--- src/rtl/drum_pkg.sv ---
// Shared types and constants for the source-rate drum playback blocks.
// Velocity scaling lives here so every player applies the same gain law.
package drum_pkg;

    localparam int SAMPLE_W     = 16;
    localparam int VELOCITY_W   = 7;
    localparam int SRC_RATE_DIV = 2268;

    typedef enum logic {
        IDLE = 1'b0,
        PLAY = 1'b1
    } player_state_t;

    // One entry of the read/scale pipeline; velocity travels with its read.
    typedef struct packed {
        logic                  valid;
        logic                  silence;
        logic                  last;
        logic [VELOCITY_W-1:0] vel;
    } slot_t;

    // Gain is vel+1 (1..128), so vel=127 is exact unity after the >>>7.
    // It needs 9 bits to stay positive once treated as signed.
    function automatic logic signed [SAMPLE_W-1:0] scale_sample(
        input logic signed [SAMPLE_W-1:0] data,
        input logic [VELOCITY_W-1:0]      vel
    );
        logic signed [VELOCITY_W+1:0]          gain;
        logic signed [SAMPLE_W+VELOCITY_W+1:0] prod;
        gain = $signed({2'b00, vel} + 9'd1);
        prod = data * gain;
        return SAMPLE_W'(prod >>> VELOCITY_W);
    endfunction

endpackage

--- src/rtl/source_tick_gen.sv ---
// Free-running divider producing a one-cycle tick every RATE_DIV clocks.
// The first tick lands RATE_DIV cycles after reset is released.
module source_tick_gen #(
    parameter int RATE_DIV = 2268
) (
    input  logic clk,
    input  logic rst,
    output logic tick
);
    localparam int CNT_W = $clog2(RATE_DIV);
    localparam logic [CNT_W-1:0] LAST_CNT = CNT_W'(RATE_DIV - 1);

    logic [CNT_W-1:0] count_reg;

    always_ff @(posedge clk) begin
        if (!rst) begin
            count_reg <= '0;
        end else if (count_reg == LAST_CNT) begin
            count_reg <= '0;
        end else begin
            count_reg <= count_reg + CNT_W'(1);
        end
    end

    assign tick = (count_reg == LAST_CNT);

endmodule

--- src/rtl/drum_sample_player.sv ---
// Plays one drum sample per hit at the source rate, scaled by velocity.
// Emits exactly one output strobe per source period, silence included.
module drum_sample_player
    import drum_pkg::*;
#(
    parameter int ADDR_W   = 17,
    parameter int RATE_DIV = SRC_RATE_DIV,
    parameter int MEM_LAT  = 2
) (
    input  logic                  clk,
    input  logic                  rst,
    input  logic                  trigger,
    input  logic [VELOCITY_W-1:0] velocity,
    input  logic [ADDR_W-1:0]     start_addr,
    input  logic [ADDR_W-1:0]     end_addr,
    output logic [ADDR_W-1:0]     mem_addr,
    output logic                  mem_rd,
    input  logic [SAMPLE_W-1:0]   mem_data,
    output logic [SAMPLE_W-1:0]   sample_out,
    output logic                  sample_out_valid,
    output logic                  busy
);
    localparam int PIPE_D = MEM_LAT + 2;

    logic                  tick;
    player_state_t         state_reg;
    logic                  pend_reg;
    logic [VELOCITY_W-1:0] hit_vel_reg;
    logic [ADDR_W-1:0]     hit_start_reg;
    logic [ADDR_W-1:0]     hit_end_reg;
    logic [VELOCITY_W-1:0] vel_reg;
    logic [ADDR_W-1:0]     addr_reg;
    logic [ADDR_W-1:0]     end_reg;
    logic [VELOCITY_W-1:0] rd_vel;
    logic [ADDR_W-1:0]     rd_addr;
    logic [ADDR_W-1:0]     rd_end;
    logic                  rd_last;
    logic [ADDR_W-1:0]     mem_addr_reg;
    logic                  mem_rd_reg;
    slot_t                 slot_in_reg;
    slot_t [PIPE_D-2:0]    pipe_reg;
    logic [SAMPLE_W-1:0]   data_reg;
    logic [SAMPLE_W-1:0]   sample_out_reg;
    logic                  out_valid_reg;
    logic                  out_last_reg;
    logic                  busy_reg;

    source_tick_gen #(
        .RATE_DIV(RATE_DIV)
    ) u_tick (
        .clk (clk),
        .rst (rst),
        .tick(tick)
    );

    // A pending hit replaces the running sample at the next tick boundary.
    assign rd_addr = pend_reg ? hit_start_reg : addr_reg;
    assign rd_end  = pend_reg ? hit_end_reg   : end_reg;
    assign rd_vel  = pend_reg ? hit_vel_reg   : vel_reg;
    assign rd_last = (rd_addr == rd_end);

    always_ff @(posedge clk) begin
        if (!rst) begin
            state_reg     <= IDLE;
            pend_reg      <= 1'b0;
            hit_vel_reg   <= '0;
            hit_start_reg <= '0;
            hit_end_reg   <= '0;
            vel_reg       <= '0;
            addr_reg      <= '0;
            end_reg       <= '0;
            mem_addr_reg  <= '0;
            mem_rd_reg    <= 1'b0;
            slot_in_reg   <= '0;
            busy_reg      <= 1'b0;
        end else begin
            mem_rd_reg  <= 1'b0;
            slot_in_reg <= '0;
            if (out_valid_reg && out_last_reg) begin
                busy_reg <= 1'b0;
            end
            if (tick) begin
                if (pend_reg || state_reg == PLAY) begin
                    mem_rd_reg   <= 1'b1;
                    mem_addr_reg <= rd_addr;
                    slot_in_reg  <= slot_t'{valid: 1'b1, silence: 1'b0, last: rd_last, vel: rd_vel};
                    busy_reg     <= 1'b1;
                    pend_reg     <= 1'b0;
                    vel_reg      <= rd_vel;
                    end_reg      <= rd_end;
                    addr_reg     <= rd_addr + ADDR_W'(1);
                    state_reg    <= rd_last ? IDLE : PLAY;
                end else begin
                    slot_in_reg <= slot_t'{valid: 1'b1, silence: 1'b1, last: 1'b0, vel: '0};
                end
            end
            // Capture after the tick logic so a hit on the tick cycle stays pending.
            if (trigger && velocity != '0 && end_addr >= start_addr) begin
                pend_reg      <= 1'b1;
                hit_vel_reg   <= velocity;
                hit_start_reg <= start_addr;
                hit_end_reg   <= end_addr;
            end
        end
    end

    // Stage k of the slot pipeline is pipe_reg[k-1]; stage MEM_LAT lines up with mem_data.
    always_ff @(posedge clk) begin
        if (!rst) begin
            pipe_reg       <= '0;
            data_reg       <= '0;
            sample_out_reg <= '0;
            out_valid_reg  <= 1'b0;
            out_last_reg   <= 1'b0;
        end else begin
            pipe_reg <= {pipe_reg[MEM_LAT-1:0], slot_in_reg};
            if (pipe_reg[MEM_LAT-1].valid && !pipe_reg[MEM_LAT-1].silence) begin
                data_reg <= mem_data;
            end
            out_valid_reg <= pipe_reg[MEM_LAT].valid;
            out_last_reg  <= pipe_reg[MEM_LAT].valid && pipe_reg[MEM_LAT].last;
            if (pipe_reg[MEM_LAT].valid && !pipe_reg[MEM_LAT].silence) begin
                sample_out_reg <= scale_sample(data_reg, pipe_reg[MEM_LAT].vel);
            end else begin
                sample_out_reg <= '0;
            end
        end
    end

    assign mem_addr         = mem_addr_reg;
    assign mem_rd           = mem_rd_reg;
    assign sample_out       = sample_out_reg;
    assign sample_out_valid = out_valid_reg;
    assign busy             = busy_reg;

endmodule

--- config.mk ---
export PLATFORM = sky130hd
export DESIGN_NAME = drum_sample_player
export DESIGN_NICKNAME = d
export VERILOG_FILES = /design/src/rtl/drum_pkg.sv /design/src/rtl/source_tick_gen.sv /design/src/rtl/drum_sample_player.sv
export SDC_FILE = /design/constraint.sdc
export NUM_CORES = 1
export LEC_CHECK = 0
export CORE_MARGIN = 2
export CORE_UTILIZATION = 30
export CTS_BUF_LIST = sky130_fd_sc_hd__clkbuf_16
export DETAILED_ROUTE_END_ITERATION = 10
export GPL_ROUTABILITY_DRIVEN = 0
export PLACE_DENSITY = 0.49
export SLEW_MARGIN = 10
export SYNTH_ARGS = -nofsm -noshare
export SYNTH_HDL_FRONTEND = slang
export SYNTH_HIERARCHICAL = 1
export SYNTH_SLANG_ARGS = --single-unit
--- constraint.sdc ---
create_clock -name clk -period 4.8 [get_ports clk]
set_input_delay 0.72 -clock clk [delete_from_list [all_inputs] [get_ports clk]]
set_output_delay 0.72 -clock clk [all_outputs]
set_load 0.005 [all_outputs]
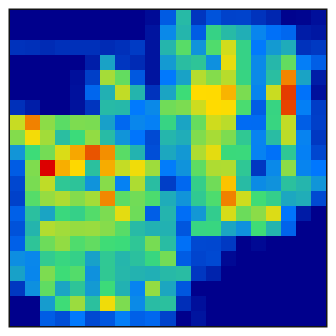
**Above:** routed metal per tile.
21 x 21 tiles, from dark blue (low) to red (high), scaled to the fullest tile. Values are wire area over tile area, all layers added.
The mean over all tiles is 0.11. The densest ninth of the die: left middle. 20% of the tiles are nearly empty. 26% of the tiles are over half the peak. The fullest tile reaches 0.34. The emptiest ninth of the die: bottom right.
DR vias: 9610
Avg WL per Cell: 14.61 microns
Total GRT Usage: 14.61%
final wirelength: 30840 microns

==> results.cfg <==
; physical design summary
[final_timing]
slew_headroom_pct = 36.09
fin_crit_sh_pct = 106.0
hold_viol = 0
maxClockFrequency_mhz = 196.6
drv_slew = 0
worst_slack_ps = -286.5
setup_viol = 12
hold_ws_ps = 430.8
rsz0062_at_grt = yes

[outcome]
status = finished, violations left
failed_checks = setup timing

[floorplan]
dieArea_sq_um = 43220
fp.dieH_microns = 207.9
chipWidth_microns = 207.9

[layout]
dominant_cells = combinational gates
drive_above_1_share_pct = 14.06
seq_area_sq_um = 3795
clock_area_share_pct = 3.453
nets = 1785
n_all_buffers = 198
largest_register_ffs = 30
seq_cell_count = 189
finalCoreUtilization_pct = 38.42

[worst_hold_path]
hold_class = reg -> reg

[clock_network]
numCtsBuffers = 17
numClockSinks = 189
clk_pin_slew_worst_paths_ps = 80
cts_buffer_depth = 2
htree_num_levels = 4

[yosys]
synthAdderAreaFrac_pct = 21.63
yosys_warnings = 6
netlist_area_sq_um = 12470
edf_count = 0
yosys_most_used_dff = dfxtp_1
ys_sh_xor_pct = 4.635
simple_gate_area_share_pct = 20.04

[global_routing]
antenna_found_initial = 0

[pwr]
irDropWorstVdd_mv = 0.2416
power_frac_seq_pct = 50.9
intPower_mw = 2.381
clockPowerShare_pct = 42.1

[job]
warnings = 30
drv_cap = 0

[routing]
route.detailed.drc = 0

[worst_setup_path]
endpoint_kind = flip-flop
cp_data_required_time_ps = 5160
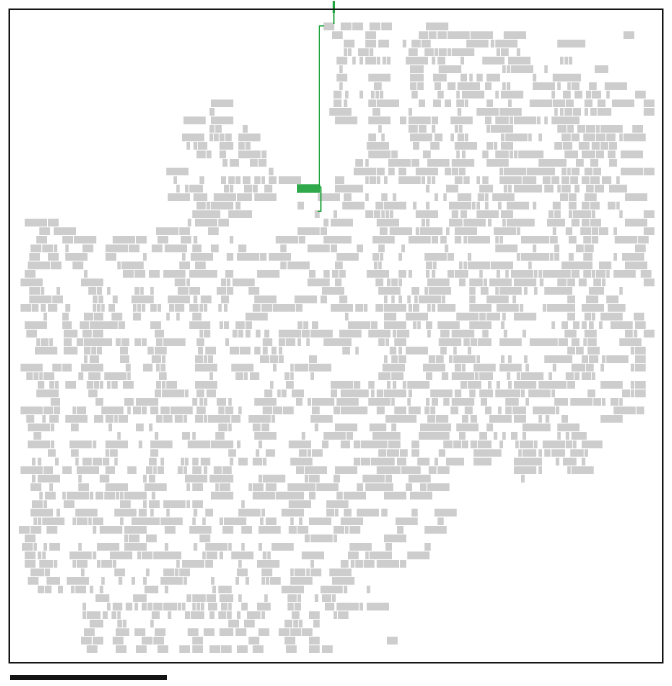
**Above:** port wiring.
The bar under the picture is 50 microns long.
busy: marked green, bits 1, direction output, edge top, end cells 1, buffers 1, wire 66.2 microns.
port bufs: 95
I/O pins: 96

-- worst paths after layout --
path	to	slack (ps)	cells past startpoint
max	sample_out[12]$_SDFF_PN0_	-290	22
min	pipe_reg[16]$_SDFF_PN0_	430	1
max reg2reg	sample_out[12]$_SDFF_PN0_	-290	22
min reg2reg	pipe_reg[16]$_SDFF_PN0_	430	1
-- critical path, cell delays in order, from the launching register on --
cell      delay, ps
dfxtp_2         320
buf_6           110
ha_4            160
buf_6           120
xor2_4          210
buf_6           160
nand2_4          50
fa_1            530
inv_1            60
fa_1            490
ha_4            290
inv_2            30
fa_1            470
inv_1            40
ha_1            260
or4b_4          460
o21bai_4        180
a211oi_4        110
buf_4           150
or4_4           470
o211ai_2         90
nor2_2           60
a211oi_2        180
-- timing repair --
item,4_1_cts,5_1_grt
pin swaps,50,21
gates resized,50,25
endpoints found under the setup margin,13,15
gates cloned,1,0
setup buffers,15,5
-- per-layer routing --
metal  up-vias  global-route usage [%]  part of all wire, %
met2       104                   26.29                   50
li1       4879                       -                    -
met1      4609                   17.61                   45
met4         0                   3.057                 0.83
met3        18                   3.562                  3.3
met5         -                       0                    0
-- power by group through the flow --
stage,clock (mW),combinational [mW],sequential (mW)
3_5_place_dp,0,0.228,1.67
4_1_cts,1.40,0.230,1.63
2_1_floorplan,0,0.151,1.64
5_1_grt,1.47,0.251,1.64
6_report,1.35,0.226,1.63
3_3_place_gp,0,0.225,1.67
-- metrics by stage --
stage / std cells / cell area (sq um) / total power, mW
after floorplan: 1415 / 12670 / 1.796
after global placement: 2060 / 14620 / 1.894
after detailed placement: 2060 / 14620 / 1.898
after CTS: 2107 / 15590 / 3.262
after global routing: 2111 / 15730 / 3.354
final: 2111 / 15730 / 3.206
Power is estimated from default activity; no workload was simulated.
